==> src/rtl/period_meter_pkg.sv <==
// period_meter_pkg: shared types and default parameter values for the
// period meter.
//   state_t          - measurement FSM state encoding
//   DEF_CNT_WIDTH    - default width of the period/high-time counters
//   DEF_SYNC_STAGES  - default synchronizer depth
//   DEF_TIMEOUT_CYC  - default stall timeout in clock cycles
package period_meter_pkg;

  typedef enum logic [1:0] {
    IDLE    = 2'd0,
    FIRST   = 2'd1,
    MEASURE = 2'd2
  } state_t;

  localparam int DEF_CNT_WIDTH   = 32'sd16;
  localparam int DEF_SYNC_STAGES = 32'sd2;
  localparam int DEF_TIMEOUT_CYC = 32'sd50000;

endpackage

==> src/rtl/period_meter_sync_edge.sv <==
// sync_edge: brings an asynchronous input into the clk domain and reports
// single-cycle rise/fall pulses.
// Ports:
//   clk, rst  - clock and asynchronous active-high reset
//   sig_in    - asynchronous input
//   rise      - synchronized level went 0 -> 1 (combinational from flops)
//   fall      - synchronized level went 1 -> 0 (combinational from flops)
module sync_edge
  import period_meter_pkg::*;
#(
  parameter int SYNC_STAGES = DEF_SYNC_STAGES
) (
  input  logic clk,
  input  logic rst,
  input  logic sig_in,
  output logic rise,
  output logic fall
);

  logic [SYNC_STAGES-1:0] sync_ff;
  logic                   hist;
  // Shift chain of ones marking when sync_ff and hist hold real samples.
  // Edges are suppressed until then, so a level already high at reset
  // release is not mistaken for a rise.
  logic [SYNC_STAGES:0]   fill;

  // Synchronizer chain, history flop and fill marker.
  always_ff @(posedge clk or posedge rst) begin
    if (rst) begin
      sync_ff <= '0;
      hist    <= 1'b0;
      fill    <= '0;
    end else begin
      sync_ff <= {sync_ff[SYNC_STAGES-2:0], sig_in};
      hist    <= sync_ff[SYNC_STAGES-1];
      fill    <= {fill[SYNC_STAGES-1:0], 1'b1};
    end
  end

  assign rise = fill[SYNC_STAGES] &  sync_ff[SYNC_STAGES-1] & ~hist;
  assign fall = fill[SYNC_STAGES] & ~sync_ff[SYNC_STAGES-1] &  hist;

endmodule

==> src/rtl/period_meter.sv <==
// period_meter: measures the period and high time of an asynchronous
// signal in clk cycles and holds each result for a consumer handshake.
// Ports:
//   clk, rst   - clock and asynchronous active-high reset
//   sig_in     - asynchronous signal under measurement
//   ack        - consumer acknowledge of the held result
//   period     - cycles between two consecutive rising edges
//   high_time  - cycles from a rising edge to the following falling edge
//   valid      - period/high_time hold a fresh, unacknowledged result
//   overrun    - sticky: a result was dropped while valid was high
//   stall      - no rising edge seen for TIMEOUT_CYC cycles
module period_meter
  import period_meter_pkg::*;
#(
  parameter int CNT_WIDTH   = DEF_CNT_WIDTH,
  parameter int SYNC_STAGES = DEF_SYNC_STAGES,
  parameter int TIMEOUT_CYC = DEF_TIMEOUT_CYC
) (
  input  logic                 clk,
  input  logic                 rst,
  input  logic                 sig_in,
  input  logic                 ack,
  output logic [CNT_WIDTH-1:0] period,
  output logic [CNT_WIDTH-1:0] high_time,
  output logic                 valid,
  output logic                 overrun,
  output logic                 stall
);

  localparam logic [CNT_WIDTH-1:0] TIMEOUT = CNT_WIDTH'(TIMEOUT_CYC);
  localparam logic [CNT_WIDTH-1:0] ONE     = {{(CNT_WIDTH-1){1'b0}}, 1'b1};

  logic                 rise;
  logic                 fall;
  state_t               state;
  state_t               state_next;
  logic [CNT_WIDTH-1:0] cnt;
  logic [CNT_WIDTH-1:0] cnt_next;
  logic [CNT_WIDTH-1:0] hi_cnt;
  logic [CNT_WIDTH-1:0] hi_next;
  logic                 stall_next;
  logic                 capture;

  sync_edge #(
    .SYNC_STAGES(SYNC_STAGES)
  ) u_sync_edge (
    .clk   (clk),
    .rst   (rst),
    .sig_in(sig_in),
    .rise  (rise),
    .fall  (fall)
  );

  // FSM state, cycle counter, high-time latch and stall flag registers.
  always_ff @(posedge clk or posedge rst) begin
    if (rst) begin
      state  <= IDLE;
      cnt    <= '0;
      hi_cnt <= '0;
      stall  <= 1'b0;
    end else begin
      state  <= state_next;
      cnt    <= cnt_next;
      hi_cnt <= hi_next;
      stall  <= stall_next;
    end
  end

  // Next-state logic: counting, high-time capture, timeout and capture strobe.
  always_comb begin
    state_next = state;
    cnt_next   = cnt;
    hi_next    = hi_cnt;
    stall_next = stall;
    capture    = 1'b0;
    case (state)
      IDLE: begin
        // The rise leaving IDLE only starts a period; it yields no result.
        if (rise) begin
          state_next = FIRST;
          cnt_next   = ONE;
          stall_next = 1'b0;
        end else begin
          state_next = IDLE;
        end
      end
      FIRST, MEASURE: begin
        if (fall) begin
          hi_next = cnt;
        end else begin
          hi_next = hi_cnt;
        end
        if (rise) begin
          capture    = 1'b1;
          state_next = MEASURE;
          cnt_next   = ONE;
        end else if (cnt == TIMEOUT) begin
          // cnt is left at TIMEOUT, so it can never wrap.
          state_next = IDLE;
          stall_next = 1'b1;
        end else begin
          cnt_next = cnt + ONE;
        end
      end
      default: begin
        state_next = IDLE;
      end
    endcase
  end

  // Result holding register with valid/ack handshake and sticky overrun.
  always_ff @(posedge clk or posedge rst) begin
    if (rst) begin
      period    <= '0;
      high_time <= '0;
      valid     <= 1'b0;
      overrun   <= 1'b0;
    end else if (capture) begin
      if (valid && !ack) begin
        // Consumer has not taken the old result: drop the new one.
        overrun <= 1'b1;
      end else begin
        // Either empty, or acked on this very edge: load and stay valid.
        period    <= cnt;
        high_time <= hi_cnt;
        valid     <= 1'b1;
        if (valid) begin
          overrun <= 1'b0;
        end else begin
          overrun <= overrun;
        end
      end
    end else if (valid && ack) begin
      valid   <= 1'b0;
      overrun <= 1'b0;
    end else begin
      valid   <= valid;
      overrun <= overrun;
    end
  end

endmodule

==> config.mk <==
export PLATFORM = sky130hd
export DESIGN_NAME = period_meter
export DESIGN_NICKNAME = d
export VERILOG_FILES = /design/src/rtl/period_meter_pkg.sv /design/src/rtl/period_meter_sync_edge.sv /design/src/rtl/period_meter.sv
export SDC_FILE = /design/constraint.sdc
export NUM_CORES = 1
export LEC_CHECK = 0
export CAP_MARGIN = 40
export CORE_MARGIN = 10
export CORE_UTILIZATION = 50
export CTS_CLUSTER_DIAMETER = 200
export CTS_CLUSTER_SIZE = 20
export DETAILED_ROUTE_END_ITERATION = 10
export GPL_TIMING_DRIVEN = 0
export HOLD_SLACK_MARGIN = 0.1
export PLACE_DENSITY = 0.8
export SETUP_SLACK_MARGIN = 0.1
export SYNTH_ARGS = -nofsm -noshare
export SYNTH_HDL_FRONTEND = slang
export SYNTH_SLANG_ARGS = --single-unit
==> constraint.sdc <==
create_clock -name clk -period 2.2 [get_ports clk]
set_input_delay 0.44 -clock clk [delete_from_list [all_inputs] [get_ports clk]]
set_output_delay 0.44 -clock clk [all_outputs]
set_load 0.01 [all_outputs]
==> flow_metrics.tcl <==
# collected from the flow reports
set metrics [dict create \
    die_area_um2 10100 \
    endpoint_kind "register" \
    synth_area_um2 3240 \
    synthTopLogicFamily "multiplexers" \
    syn_nets 265 \
    finalHoldViolations 0 \
    aoi_share_pct 9.84 \
    fmax_mhz 495 \
    yosys.area.top_type_share_pct 57.9 \
    slew-limit-headroom_pct 58.2 \
    diodes 0 \
    warnings 28 \
    grt_usage_pct 14.6 \
    ys_sh_mux_pct 15.5 \
    cts_tree "yes" \
    setup-tns-final_ps 0 \
    root_buffer "clkbuf_8" \
    postSynthCellCount 257 \
    ys_sh_xor_pct 0.810 \
    rsz0062_at_grt "no" \
    syn_to_final_growth_pct 25.3 \
    arrival_ps 2250 \
    wirelength_mm 7.18 \
    die_x_um 101 \
    grt_pass1_vias 2302 \
    edf_count 0 \
    drv_cap 0 \
    clk_path_buf_depth 2 \
    syn_area_per_cell_um2 12.6 \
    htree_levels 3 \
    worst_slew_pin_slew_ps 627 \
    ant_nets 0 \
    yosys.cell_types.count 50 \
    synthTopCellsByArea "dfrtp_1, mux2_2, o21ai_0" \
    ys_seq_elements 75 \
    port_buffers 38 \
    outcome "completed" \
    final_max_slew_viol_count 0 \
    yosysWarnings 0 \
    dpl_worst_slack_ps -317 \
    fin_nets 317 \
    grt.overflow.total 0 \
    fin_crit_sh_pct 91.9 \
    startpoint_type "register" \
    dpl.hpwl_mm 4.93 \
    p_per_area_nw_per_um2 708 \
    dr.pass1.iters 4 \
    timing.hold.ws_ps 351 \
    adder_share_pct 1.54 \
    drc_errors 0 \
    synthArstFlopShare_pct 100 \
    io_pins 39 \
    period_minus_slack_ps 2020 \
    ys_sh_simple_pct 10.3 \
    synth_seq_share_pct 57.9 \
    worst_slack_ps 178 \
    startpoint "cnt[12]" \
    yosys-stat-cells 257 \
    vdd_drop_max_mv 0.458 \
    via_per_inst 5.78 \
    r2r-start "cnt[12]" \
    grt_max_degree 35 \
    avgRoutedWirePerCell_um 18.4 \
    antenna_found_initial 0 \
    dr.first_iter.drc_count 154 \
    worstSetupPathType "register to register" \
    clkLatencyLatePin_ps 350 \
    core_area_um2 6310 \
    rows 29 \
    yosys_most_used_dff "dfrtp_1" \
    path_clk_slew_ps 70 \
    hold_path_startpoint "u_sync_edge.fill[1]" \
    grt_pass1_wl_mm 11.8 \
    power_leakage_uw 0.00186 \
    ys_area_um2 3240 \
    hold_path.class "register to register" \
    utilization_pct 64.4 \
    place_congestion 0.889 \
    fp_util_pct 51.4 \
    drive_above_1_share_pct 27.7 \
    setup_viol 0 \
    worstPathRequired_ps 2430 \
    cts_hold_buf 0 \
    fp.dieH_um 101 \
    cp_max_fo 8 \
    top_area_cell "dfrtp_1" \
    num_vias 2259 \
]
cells in the mapped netlist, types with 4 or more instances:
cell and n:
dfrtp_1 75, mux2_2 43, o21ai_0 17, inv_1 12
nand2_1 12, a21oi_1 10, nand3_1 10, clkbuf_1 6
nor2_1 5, ha_1 4, o2111ai_1 4, or3_1 4
flip-flops by register name, summed over array words and instances (netlist names):
| signal | count |
|---|---|
| valid | 1 |
| u_sync_edge.sync_ff | 2 |
| u_sync_edge.fill | 3 |
| high_time | 16 |
| period | 16 |
| overrun | 1 |
| u_sync_edge.hist | 1 |
| hi_cnt | 16 |
| stall | 1 |
| cnt | 16 |
| state | 2 |
layout by cell type, fill, tap and decap left out, drive strengths merged, types with 4 or more instances in the layout:
master	n
a21oi	10
buf	11
clkbuf	16
clkdlybuf4s50	38
dfrtp	75
ha	4
inv	11
mux2	43
nand2	12
nand3	10
nor2	6
o2111ai	4
o21ai	18
or3	5
final cells by class:
type | instances | area, µm²
buffer | 14 | 87.6
clock buffer | 10 | 138
clock inverter | 6 | 88.8
fill | 497 | 2250
inverter | 13 | 53.8
multi-input combinational | 155 | 1300
sequential | 75 | 1880
tap | 77 | 96.3
timing repair buffer | 41 | 428
path summary, 6_finish.rpt:
| check | slack (ps) | cells past startpoint | endpoint |
|---|---|---|---|
| setup / recovery | 180 | 5 | cnt[0] |
| hold / removal | 350 | 0 | u_sync_edge.fill[2] |
| setup reg to reg | 180 | 5 | cnt[0] |
| hold reg to reg | 350 | 0 | u_sync_edge.fill[2] |
| max in group asynchronous | 1120 | 4 | period[12] |
| min in group asynchronous | 400 | 2 | high_time[1] |
where the power goes:
| group | leakage, µW | internal, µW | switching (µW) |
|---|---|---|---|
| clock network | 0.000108 | 669 | 517 |
| registers | 0.00102 | 1420 | 31.2 |
| logic | 0.000724 | 107 | 133 |
| total | 0.00186 | 2200 | 681 |
through the flow:
| step | cells | instance area [µm²] | power [µW] |
|---|---|---|---|
| 6_report | 391 | 4070 | 2880 |
| 2_1_floorplan | 257 | 3250 | 1610 |
| 5_1_grt | 391 | 4070 | 2970 |
| 4_1_cts | 390 | 4020 | 2890 |
| 3_5_place_dp | 374 | 3760 | 1710 |
| 3_3_place_gp | 372 | 3720 | 1690 |
layer usage:
layer | track usage, % | up-vias | wire [µm]
li1 | - | 1036 | -
met1 | 18.4 | 1133 | 3060
met2 | 22.7 | 70 | 3450
met3 | 3.98 | 20 | 503
met4 | 7.07 | 0 | 170
met5 | 0 | - | 0
what timing repair did:
item | in CTS | in global routing
gates resized | 8 | 11
buffers inserted | 0 | 1
hold endpoints to repair | 0 | 0
endpoints found under the setup margin | 42 | 47
pin swaps | 0 | 1
cloned | 0 | 0
critical path: stages (launching register included):
cell,delay [ps]
dfrtp_1,500
or4b_4,600
nor4_4,260
buf_4,200
nor2_2,50
o32a_1,290
cell families after synthesis:
| kind of cell | count (synthesis) |
|---|---|
| XOR/XNOR | 3 |
| other | 1 |
| adder cells (fa/ha/maj) | 4 |
| AND-OR/OR-AND | 48 |
| flip-flops | 75 |
| buffers and inverters | 27 |
| AND/OR/NAND/NOR | 54 |
| multiplexers | 45 |
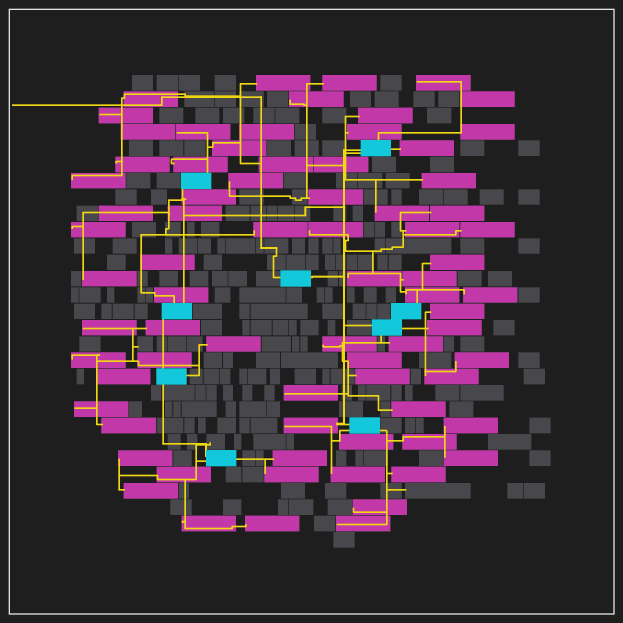
(images/clk_routes.png)
Drawn at 6 px/µm.
[cyan] clock drivers | count: 9
[yellow] clock wires | length: 884 µm
[magenta] flip-flops | count: 75
routed clock nets: 10

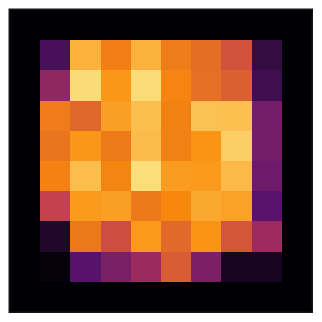
(images/cell_density.png)
Drawn at 3 px/µm. 10 x 10 tiles, from black (low) to pale yellow (high), 0 to 100% covered.
tiles over 75% full: 24%
mean over tiles: 39%
fullest tile: 93%
nearly empty tiles: 37%
densest ninth of the die: center

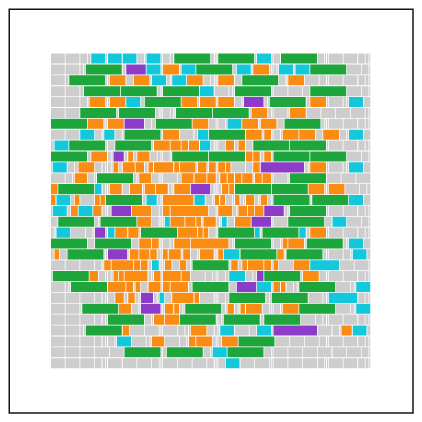
(images/placement_by_type.png)
Drawn at 4 px/µm. Fill, decap, tap and diode cells in gray.
| color | class | cells | share of their area |
|---|---|---|---|
| purple | clock drivers and dummy loads | 16 | 5.7% |
| cyan | remaining buffers and delay cells | 55 | 13% |
| green | sequential cells | 75 | 47% |
| orange | combinational and other logic | 168 | 34% |

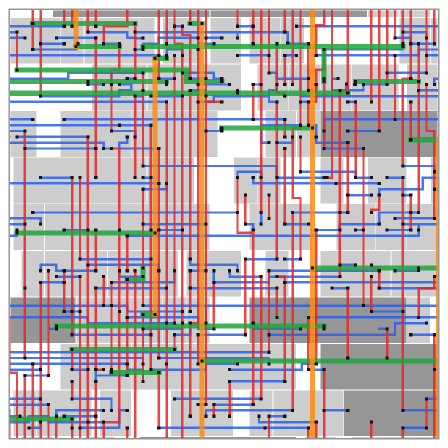
(images/detail.png)
Region (38, 38) to (63, 63) µm. Cells in gray, sequential cells in the stronger gray; small squares are vias.
| color | layer |
|---|---|
| blue | metal 1 |
| orange | metal 4 |
| red | metal 2 |
| green | metal 3 |
cells with their middle in the window: 56
netlist names of flops here include: `hi_cnt` (2)
sequential cells in the window: 4
most frequent: nand2_1 (5), o21ai_0 (5)

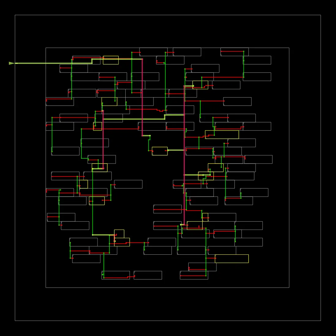
(images/clocks.png)
clock group power: 1190 µW
Max Clock Skew: 10.0 ps
CTS buffer count: 9
registers: 75
clock net sink count: 75

Power and IR drop assume default switching activity.
